Figure 1. M1 wires (run 1).
The bar under the picture is 20 um long.
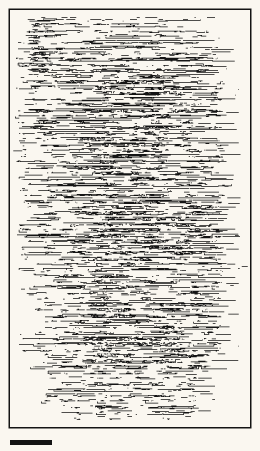
Figure 2. Metal 2 (run 1).
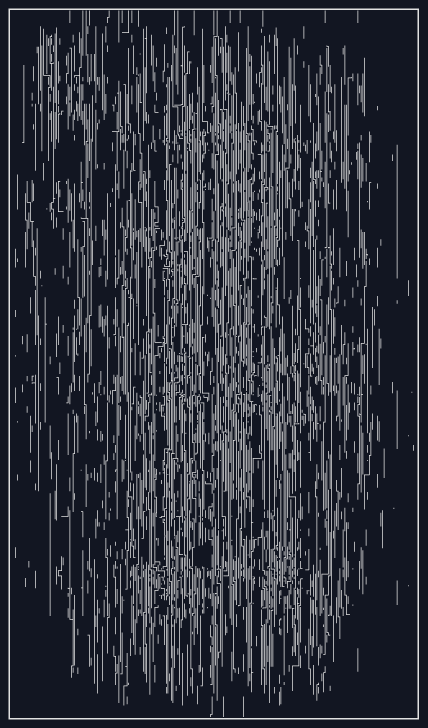
Figure 3. Metal 3 (run 1).
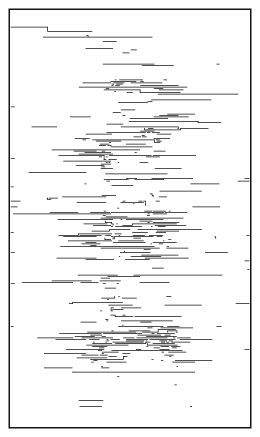
## src/rtl/x_srl_delay_line_pkg.sv

```systemverilog
// Shared definitions for the addressable shift-register delay line:
// default geometry and an elaboration-time ceil(log2) helper.
package x_srl_delay_line_pkg;

    localparam int SRL_DEF_WIDTH = 8;
    localparam int SRL_DEF_DEPTH = 32;
    localparam int SRL_DEF_AW    = 5;

    // Smallest n with 2**n >= value; used to check that AW can address every stage.
    function automatic int unsigned srl_clog2(input int unsigned value);
        int unsigned result;
        result = 32'd0;
        for (int unsigned i = 0; i < 32; i++) begin
            if ((64'd1 << i) < 64'(value)) begin
                result = i + 32'd1;
            end else begin
                result = result;
            end
        end
        return result;
    endfunction

endpackage

```

## src/rtl/x_srl_fill_ctr.sv

```systemverilog
// Saturating fill counter: counts shifts since reset, stops at DEPTH and flags full.
module x_srl_fill_ctr
    import x_srl_delay_line_pkg::*;
#(
    parameter int DEPTH = SRL_DEF_DEPTH,
    parameter int CW    = SRL_DEF_AW + 1
) (
    input  logic          clk_in,
    input  logic          rst,
    input  logic          ce,
    output logic [CW-1:0] fill,
    output logic          full
);

    localparam logic [CW-1:0] FILL_MAX = CW'(DEPTH);
    localparam logic [CW-1:0] FILL_ONE = {{(CW-1){1'b0}}, 1'b1};

    logic [CW-1:0] fill_r;
    logic [CW-1:0] fill_nxt_s;
    logic          full_r;
    logic          full_nxt_s;

    // next fill count: advance on each shift until saturated
    always_comb begin
        fill_nxt_s = fill_r;
        if (ce && (fill_r != FILL_MAX)) begin
            fill_nxt_s = fill_r + FILL_ONE;
        end else begin
            fill_nxt_s = fill_r;
        end
        full_nxt_s = (fill_nxt_s == FILL_MAX);
    end

    // fill/full state registers; reset wins over a same-cycle shift
    always_ff @(posedge clk_in) begin
        if (rst) begin
            fill_r <= '0;
            full_r <= 1'b0;
        end else begin
            fill_r <= fill_nxt_s;
            full_r <= full_nxt_s;
        end
    end

    assign fill = fill_r;
    assign full = full_r;

endmodule

```

## src/rtl/x_srl_delay_line.sv

```systemverilog
// Addressable WIDTH x DEPTH shift-register delay line with fill tracking,
// per-tap validity and an optional registered tap output.
module x_srl_delay_line
    import x_srl_delay_line_pkg::*;
#(
    parameter int                     WIDTH    = SRL_DEF_WIDTH,
    parameter int                     DEPTH    = SRL_DEF_DEPTH,
    parameter int                     AW       = SRL_DEF_AW,
    parameter logic [WIDTH*DEPTH-1:0] INIT     = '0,
    parameter bit                     RST_DATA = 1'b1,
    parameter bit                     REG_OUT  = 1'b0
) (
    input  logic             clk_in,
    input  logic             rst,
    input  logic             ce,
    input  logic [WIDTH-1:0] d,
    input  logic [AW-1:0]    a,
    output logic [WIDTH-1:0] q,
    output logic             tap_valid,
    output logic [WIDTH-1:0] q_last,
    output logic [AW:0]      fill,
    output logic             full
);

    if ((WIDTH < 1) || (DEPTH < 2) || (AW < int'(srl_clog2(DEPTH)))) begin : g_bad_params
        $error("x_srl_delay_line: illegal WIDTH/DEPTH/AW combination");
    end

    localparam logic [AW:0] DEPTH_W = (AW+1)'(DEPTH);

    logic [WIDTH-1:0] stage_r [DEPTH];
    logic [WIDTH-1:0] q_s;
    logic             tap_valid_s;
    logic             in_range_s;
    logic [AW:0]      fill_s;
    logic             full_s;

    x_srl_fill_ctr #(
        .DEPTH (DEPTH),
        .CW    (AW + 1)
    ) u_fill_ctr (
        .clk_in (clk_in),
        .rst    (rst),
        .ce     (ce),
        .fill   (fill_s),
        .full   (full_s)
    );

    // storage shift; reset optionally reloads the power-up image
    always_ff @(posedge clk_in) begin
        if (rst) begin
            for (int k = 0; k < DEPTH; k++) begin
                if (RST_DATA) begin
                    stage_r[k] <= INIT[k*WIDTH +: WIDTH];
                end else begin
                    stage_r[k] <= stage_r[k];
                end
            end
        end else if (ce) begin
            stage_r[0] <= d;
            for (int k = 1; k < DEPTH; k++) begin
                stage_r[k] <= stage_r[k-1];
            end
        end
    end

    // AND-OR tap mux: an out-of-range address selects nothing and yields zero
    always_comb begin
        q_s        = '0;
        in_range_s = ({1'b0, a} < DEPTH_W);
        for (int k = 0; k < DEPTH; k++) begin
            q_s = q_s | (stage_r[k] & {WIDTH{(a == k[AW-1:0])}});
        end
        tap_valid_s = in_range_s && ({1'b0, a} < fill_s);
    end

    if (REG_OUT) begin : g_reg_out
        logic [WIDTH-1:0] q_r;
        logic             tap_valid_r;

        // tap output register, free-running so address changes land one cycle later
        always_ff @(posedge clk_in) begin
            if (rst) begin
                q_r         <= '0;
                tap_valid_r <= 1'b0;
            end else begin
                q_r         <= q_s;
                tap_valid_r <= tap_valid_s;
            end
        end

        assign q         = q_r;
        assign tap_valid = tap_valid_r;
    end else begin : g_comb_out
        assign q         = q_s;
        assign tap_valid = tap_valid_s;
    end

    assign q_last = stage_r[DEPTH-1];
    assign fill   = fill_s;
    assign full   = full_s;

endmodule

```

## config.mk

```make
export PLATFORM = sky130hd
export DESIGN_NAME = x_srl_delay_line
export DESIGN_NICKNAME = d
export VERILOG_FILES = /design/src/rtl/x_srl_delay_line_pkg.sv /design/src/rtl/x_srl_fill_ctr.sv /design/src/rtl/x_srl_delay_line.sv
export SDC_FILE = /design/constraint.sdc
export NUM_CORES = 1
export LEC_CHECK = 0
export CORE_ASPECT_RATIO = 1.75
export CORE_UTILIZATION = 56
export DETAILED_ROUTE_END_ITERATION = 10
export HOLD_SLACK_MARGIN = 0.06
export PLACE_DENSITY = 0.77
export SYNTH_ARGS = -nofsm -noshare
export SYNTH_HDL_FRONTEND = slang
export SYNTH_SLANG_ARGS = --single-unit
```

## constraint.sdc

```tcl
create_clock -name clk_in -period 5.6 [get_ports clk_in]
set_input_delay 1.12 -clock clk_in [delete_from_list [all_inputs] [get_ports clk_in]]
set_output_delay 1.12 -clock clk_in [all_outputs]
set_load 0.02 [all_outputs]
```

==> run_results.csv, run 1 <==
group,metric,value,unit
die,pin_count,40,
global_route,grt_busiest_layer,"met2",
drt,wl_met3,3150,um
pwr,intPower,3.45,mW
critical_path,cpMaxStageDelayCell,"nor3_1",
timing,tightest_slew,1.12,ns
logic_synthesis,topCombFamilyByArea,"simple AND/OR/NAND/NOR gates",
timing,rsz0062_at_grt,"no",
clock_network,cts.sink_count,263,
global_route,track_usage,29.3,%
logic_synthesis,top_cell_area_share,61.9,%
pwr,p_sw_share,23.7,%
flow_run,warnings,27,
hold_path,hold_end,"stage_r[0][52]$_SDFFCE_PN0P_",
drt,drc,1,
status,violations,"design-rule violations",
finish,comb_cells,632,
hold_path,min_path_cells,1,
finish,layout.nets,1035,
logic_synthesis,aoi_share,7.08,%
place,post-dp-hpwl,21200,um
logic_synthesis,top_cells_by_area,"edfxtp_1 62%, and2_1 7.8%, nor2b_1 5.8%",
clock_network,cts_resized,0,
die,chip_area,22800,um2
timing,max_freq,0.187,GHz
clock_network,clk_pin_slew_worst_paths,0.07,ns
logic_synthesis,synthXorXnorAreaFrac,0.353,%
logic_synthesis,synth-simple-area-share,23.9,%
drt,met2_length,14900,um
global_route,antenna_found_initial,0,
place,dp.cells,1278,
finish,seq_share,56.0,%
logic_synthesis,synth_stat.cells,993,
pwr,comb_power,0.367,mW
clock_network,cts_buffers,25,
finish,final_area,14000,um2
drt,dr.first_iter.drc_count,1205,
timing,relSlewSlack,25.3,%
timing,fin_crit_sh,95.5,%
finish,comb_area_share,29.9,%
finish,nNonClkBuffers,82,
logic_synthesis,ys_types,63,
pwr,p_sw,1.08,mW
critical_path,worstPathCellList,"clkdlybuf4s50_1, buf_12, nor3_1, buf_4, a22o_1, a211o_1, nor4b_1, nand2_1, clkdlybuf4s50_1",
critical_path,crit_top_cell,"clkdlybuf4s50_1",
die,nWellTaps,292,
critical_path,critPathLaunchType,"input pin",
finish,lay_top_count,"edfxtp_1",
timing,hold_slack,0.544,ns
die,core_area,21600,um2
finish,flops,263,
pwr,totalPowerFinal,4.53,mW
finish,seqCellArea,7830,um2
logic_synthesis,post_synth.cell_area_avg,12.5,um2
finish,finish.utilization,64.8,%
critical_path,path_class,"input pin to output port",
die,fp.dieH,199,um
status,status,"finished with violations",
pwr,power_leakage,5.26,nW
timing,drv_slew,0,
drt,antenna_left,0,
hold_path,hold_path.class,"flop to flop",
finish,area_delta_synth_final,12.7,%
finish,clock_cell_area_share,5.99,%
## Picture notes: Figure 1
nets with wire on the layer = 975
share of all routed wire = 38%
Post-Route WL: 32,200 um
met1 usage: 39.9%

## Picture notes: Figure 2
longest straight run = 86.0 um
main direction = vertical

## Picture notes: Figure 3
wire length on this layer = 3,150 um
longest straight run = 58.4 um
met3 Use GR: 4.75%
detailed-route via count: 8,630

==> run 1: flip-flops by register name (all words and copies together), names as in the netlist <==
name / cells
u_fill_ctr.full: 1
u_fill_ctr.fill: 6
stage_r: 256
==> run 1: synth_stat cells, drive strengths merged (3+ instances only) <==
library cell and n:
nor3b 11, nand2 17, and4 4, a21oi 8, a211oi 4, a31oi 11, a32oi 17, nand2b 3
mux2 6, o2111ai 3, or4 4, a22o 12, dfxtp 7, a32o 6, nor2b 116, a22oi 9
buf 31, ha 6, nor2 21, xnor2 4, nand4 22, mux2i 13, clkbuf 58, nand3b 12
nand3 68, a2111oi 7, a221o 4, or3 3, inv 9, nor3 8, nand4b 3, o211ai 4
and3 26, and3b 3, nor4 4, edfxtp 256, and2 155, o21ai 9
==> run 1 -> run 2 <==
--- a/config.mk
+++ b/config.mk
@@ -6,10 +6,11 @@
 export NUM_CORES = 1
 export LEC_CHECK = 0
 export CORE_ASPECT_RATIO = 1.75
-export CORE_UTILIZATION = 56
+export CORE_UTILIZATION = 62
+export CTS_CLUSTER_SIZE = 25
 export DETAILED_ROUTE_END_ITERATION = 10
 export HOLD_SLACK_MARGIN = 0.06
-export PLACE_DENSITY = 0.77
+export PLACE_DENSITY = 0.8
 export SYNTH_ARGS = -nofsm -noshare
 export SYNTH_HDL_FRONTEND = slang
 export SYNTH_SLANG_ARGS = --single-unit
==> constraint.sdc (replaced) <==
create_clock -name clk_in -period 5.25 [get_ports clk_in]
set_input_delay 1.05 -clock clk_in [delete_from_list [all_inputs] [get_ports clk_in]]
set_output_delay 1.05 -clock clk_in [all_outputs]
set_load 0.02 [all_outputs]
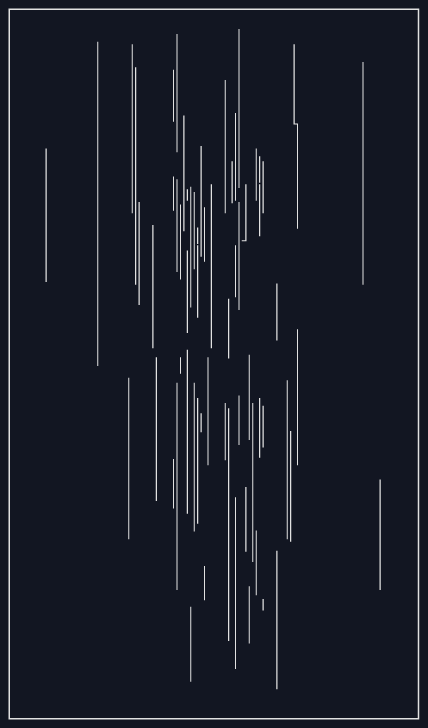
Figure 4: run 2, met4 routing.
nets with wire on the layer = 52
longest straight run = 86.4 um
share of all routed wire = 5.5%
main direction = vertical
wire length on this layer = 1,740 um
detailed-route via count: 8,653
Post-Route WL: 31,900 um

==> run_results.csv, run 2 <==
group,metric,value,unit
timing,period_needed,5.19,ns
finish,lay_top_count,"edfxtp_1",
finish,nonClkBufAreaFrac,5.16,%
clock_network,clk_latency,0.53,ns
logic_synthesis,ys_async_sr_fraction,0,%
flow_run,warnings,29,
finish,final_area,13900,um2
timing,tightest_slew,1.16,ns
critical_path,r2r_start,"u_fill_ctr.fill[0]$_SDFF_PP0_",
flow_run,cap_violations,0,
finish,seqCellArea,7830,um2
global_route,overflow,0,
clock_network,cts_hold_buf,0,
finish,top_register,"stage_r",
status,status,"completed",
critical_path,critPathLaunchType,"input pin",
logic_synthesis,top_cells_by_area,"edfxtp_1 62%, and2_1 7.8%, nor2b_1 5.8%",
drt,dr.pass1.iters,6,
critical_path,crit_required,4.20,ns
hold_path,hold_path.startpoint,"stage_r[0][64]$_SDFFCE_PN0P_",
pwr,top_power_group,"sequential cells",
die,nWellTaps,245,
clock_network,cts_max_level,1,
critical_path,cp_num_buf_inv,3,
die,chip_area,20600,um2
critical_path,path_class,"input pin to output port",
clock_network,cts-root-buf,"clkbuf_16",
pwr,irDropWorstVdd,0.346,mV
logic_synthesis,synth.largest_area_cell,"edfxtp_1",
clock_network,clk_pin_slew_worst_paths,0.06,ns
logic_synthesis,top_cell_area_share,61.9,%
pwr,p_sw,1.12,mW
finish,clock_cell_area_share,6.11,%
pwr,seq_power,2.56,mW
logic_synthesis,common_cells,"256 x edfxtp_1, 154 x and2_1, 115 x nor2b_1",
die,fp.dieH,189,um
critical_path,critPathCaptureType,"output port",
place,place.port_buffers,39,
logic_synthesis,ys_ff,263,
finish,nNonClkBuffers,79,
critical_path,critPathMaxFanout,30,
critical_path,critPathMaxStageDelay,0.60,ns
pwr,seq_power_share,52.8,%
drt,wl_per_cell,25.1,um
die,rows,68,
critical_path,worstPathCellList,"clkdlybuf4s50_1, buf_12, and3b_1, and2_1, a22o_1, or4_1, or4_1, clkdlybuf4s50_1",
critical_path,r2r_end,"u_fill_ctr.full$_SDFF_PP0_",
finish,mi_logic_area,4180,um2
critical_path,cp_top_family,"buffers and inverters",
drt,drc,0,
pwr,totalPowerFinal,4.85,mW
logic_synthesis,yosys_warnings,0,
place,post-dp-hpwl,20900,um
logic_synthesis,ys_types,63,
finish,nClkBuffers,34,
place,placed_area,13100,um2
hold_path,hold_end,"stage_r[0][72]$_SDFFCE_PN0P_",
hold_path,hold_path.class,"flop to flop",
pwr,clock_power,1.90,mW
logic_synthesis,synth-edff-count,256,
pwr,pwr-share-clk,39.2,%
drt,dr.first_iter.drc_count,1173,
finish,seq_share,56.3,%
timing,relSlewSlack,22.3,%
finish,comb_cells,632,
pwr,power_density,349,nW/um2
finish,diodes,0,
critical_path,arrival,4.14,ns
global_route,track_usage,31.9,%
logic_synthesis,synth_top_flop_cell,"edfxtp_1",
logic_synthesis,synth_area,12400,um2
pwr,comb_power,0.388,mW
drt,antenna_left,0,
logic_synthesis,ys_chip_area,12400,um2
finish,comb_area_share,30.0,%
timing,max_freq,0.193,GHz
logic_synthesis,floorplan.nets,1015,
die,pin_count,40,
clock_network,cts_tree,"yes",
finish,flops,263,
critical_path,r2r.worst_path.cells,7,
clock_network,cts_resized,0,
finish,layout.nets,1032,
drt,via_per_inst,6.80,
critical_path,crit_path_end,"q[1]",
timing,hold_slack,0.548,ns
critical_path,crit_cells,8,
finish,final_cell_mix,"256 x edfxtp_1, 154 x and2_1, 114 x nor2b_1, 68 x nand3_1, 37 x buf_4",
timing,drv_slew,0,
global_route,grt_pass1_vias,8409,
timing,finalHoldViolCount,0,
clock_network,cts_buffers,25,
die,fp_util,63.1,%
finish,inverters_excl_clock,9,
finish,finish.utilization,70.8,%
global_route,grt_max_degree,107,
pwr,power_frac_comb,8.0,%
finish,largest_reg_flops,256,
critical_path,cpMaxStageDelayCell,"clkdlybuf4s50_1",
timing,setup_slack,0.0581,ns
finish,drive_above_1_share,9.34,%
logic_synthesis,top_cell,"edfxtp_1",
global_route,antenna_found_initial,0,
logic_synthesis,post_synth.cell_area_avg,12.5,um2
timing,clock_skew,0.0128,ns
pwr,power_leakage,5.26,nW
place,dp_slack,0.148,ns
hold_path,min_path_cells,1,
pwr,p_sw_share,23.0,%
clock_network,post_cts_buffers,0,
finish,fillers,1342,
die,die_x,109,um
clock_network,clock_path_buffers,3,
logic_synthesis,synthCells,993,
finish,area_delta_synth_final,12.1,%
logic_synthesis,synth_stat.cells,993,
timing,tns,0,ns
finish,largest_class,"registers",
global_route,grt_pass1_wl,48600,um
clock_network,cts.sink_count,263,
critical_path,setup.worst_path.start,"a[0]",
die,core_area,19700,um2
place,dp.cells,1228,
pwr,intPower,3.74,mW
logic_synthesis,yosys.stat.seqShare,63.1,%
timing,fin_crit_sh,98.9,%
timing,rsz0062_at_grt,"no",
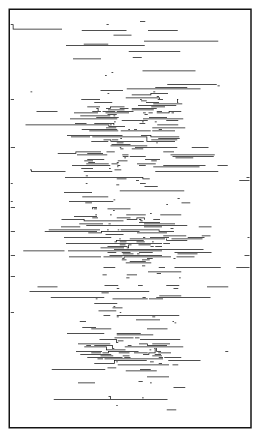
Figure 5: run 2, metal 3.
met3 Use GR: 5.30%

## run 2: cell counts after synthesis
Identical to the previous run, type by type.
## run 2: layer usage
| metal | track usage, % | vias up | wire length, um |
|---|---|---|---|
| li1 | - | 3706 | - |
| met1 | 43.9 | 4215 | 12100 |
| met2 | 48.7 | 592 | 15000 |
| met3 | 5.30 | 140 | 2970 |
| met4 | 16.1 | 0 | 1740 |
| met5 | 0 | - | 0 |
## run 2: logic make-up (layout without fill, tap and decap cells)
group                    after synthesis  in the layout  synth area share, %
AND/OR/NAND/NOR                      489            489                 23.9
flip-flops                           263            263                 63.1
AND-OR/OR-AND                        113            113                 7.08
buffers and inverters                 98            133                 3.44
multiplexers                          19             19                 1.59
adder cells (fa/ha/maj)                6              6                0.605
XOR/XNOR                               5              5                0.353
==> run 2 -> run 3 <==
--- a/config.mk
+++ b/config.mk
@@ -6,9 +6,10 @@
 export NUM_CORES = 1
 export LEC_CHECK = 0
 export CORE_ASPECT_RATIO = 1.75
-export CORE_UTILIZATION = 62
+export CORE_UTILIZATION = 64
 export CTS_CLUSTER_SIZE = 25
 export DETAILED_ROUTE_END_ITERATION = 10
+export DONT_BUFFER_PORTS = 1
 export HOLD_SLACK_MARGIN = 0.06
 export PLACE_DENSITY = 0.8
 export SYNTH_ARGS = -nofsm -noshare
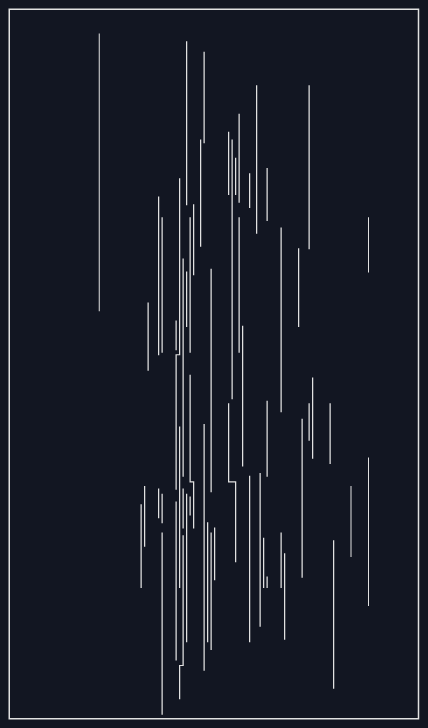
Figure 6: run 3, met4 routing.
longest straight run = 72.8 um
share of all routed wire = 5.8%
main direction = vertical
nets with wire on the layer = 46

==> run_results.csv, run 3 <==
group,metric,value,unit
logic_synthesis,ys_types,63,
finish,seq_share,59.0,%
logic_synthesis,ys_async_sr_fraction,0,%
global_route,antenna_found_initial,0,
hold_path,min_path_cells,1,
critical_path,arrival,3.35,ns
clock_network,clk_latency,0.53,ns
logic_synthesis,synth_top_flop_cell,"edfxtp_1",
clock_network,cts_hold_buf,0,
critical_path,path_class,"input pin to output port",
global_route,grt_pass1_vias,7636,
hold_path,hold_end,"stage_r[0][52]$_SDFFCE_PN0P_",
finish,area_delta_synth_final,6.83,%
logic_synthesis,yosys_warnings,0,
critical_path,crit_path_end,"q[1]",
clock_network,cts_resized,0,
critical_path,setup.worst_path.start,"a[2]",
timing,rsz0062_at_grt,"no",
critical_path,cp_num_buf_inv,0,
finish,flops,263,
die,core_area,19100,um2
clock_network,clk_pin_slew_worst_paths,0.06,ns
finish,largest_class,"registers",
logic_synthesis,synthCells,993,
die,fp_util,64.9,%
critical_path,worstPathCellList,"and3b_1, and3_1, a221o_1, or4_1, or4_1",
logic_synthesis,synth-simple-area-share,23.9,%
timing,drv_slew,0,
critical_path,r2r_end,"u_fill_ctr.full$_SDFF_PP0_",
logic_synthesis,common_cells,"256 x edfxtp_1, 154 x and2_1, 115 x nor2b_1",
logic_synthesis,synth_area,12400,um2
flow_run,cap_violations,0,
finish,comb_cells,632,
die,rows,67,
logic_synthesis,ys_sh_mux,1.59,%
finish,comb_area_share,31.6,%
drt,drc,0,
pwr,irDropWorstVdd,0.319,mV
logic_synthesis,aoi_share,7.08,%
critical_path,r2r_start,"u_fill_ctr.fill[0]$_SDFF_PP0_",
finish,layout.nets,960,
logic_synthesis,synthXorXnorAreaFrac,0.353,%
clock_network,cts_buffers,24,
place,place.port_buffers,0,
timing,period_needed,4.40,ns
place,placed_area,12400,um2
logic_synthesis,yosys.stat.seqShare,63.1,%
logic_synthesis,top_cell_area_share,61.9,%
critical_path,crit_required,4.20,ns
logic_synthesis,synth_stat.cells,993,
drt,wl_per_cell,25.5,um
global_route,grt_max_degree,175,
finish,nClkBuffers,29,
logic_synthesis,ys_ff,263,
timing,max_freq,0.227,GHz
logic_synthesis,synth-edff-count,256,
flow_run,warnings,34,
logic_synthesis,floorplan.nets,1015,
finish,mi_logic_area,4180,um2
clock_network,cts.sink_count,263,
drt,antenna_left,0,
timing,finalHoldViolCount,0,
logic_synthesis,top_cell,"edfxtp_1",
finish,nNonClkBuffers,8,
timing,relSlewSlack,13.0,%
status,status,"completed",
timing,fin_crit_sh,83.8,%
die,nWellTaps,241,
hold_path,hold_path.startpoint,"stage_r[0][44]$_SDFFCE_PN0P_",
critical_path,cp_top_family,"simple AND/OR/NAND/NOR gates",
critical_path,critPathMaxFanout,58,
global_route,overflow,0,
critical_path,critPathMaxStageDelay,0.59,ns
clock_network,cts_tree,"yes",
finish,seqCellArea,7830,um2
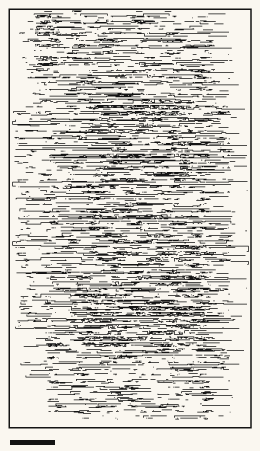
Figure 7: run 3, M1 wires.
The bar under the picture is 20 um long.
longest straight run = 31.7 um
share of all routed wire = 39%
main direction = horizontal
wire length on this layer = 11,900 um

run 3: report_power, final:
part | total, mW | switching, mW | leakage, nW | internal [mW]
Clock | 1.88 | 0.768 | 0.411 | 1.12
Combinational | 0.266 | 0.168 | 1.64 | 0.0988
Sequential | 2.58 | 0.113 | 2.88 | 2.46
run 3: through the flow:
step                      power (mW)  hold WS, ns  util, %  setup WS [ns]
after global routing            4.84        0.558     69.4          0.790
after global placement          2.87        0.522     65.0          0.942
after floorplan                 2.80        0.513        -           1.28
after detailed placement        2.88        0.527     65.0          0.921
final                           4.73        0.546     69.4          0.853
after CTS                       4.73        0.542     69.4          0.906
run 3: metal layers:
layer  part of all wire [%]  up-vias  track usage (%)
met1                     39     3997             43.3
met3                    8.4      132             4.70
met2                     47      502             48.4
met5                      0        -                0
met4                    5.8        0             16.8
li1                       -     3556                -
Power and IR drop assume default switching activity.
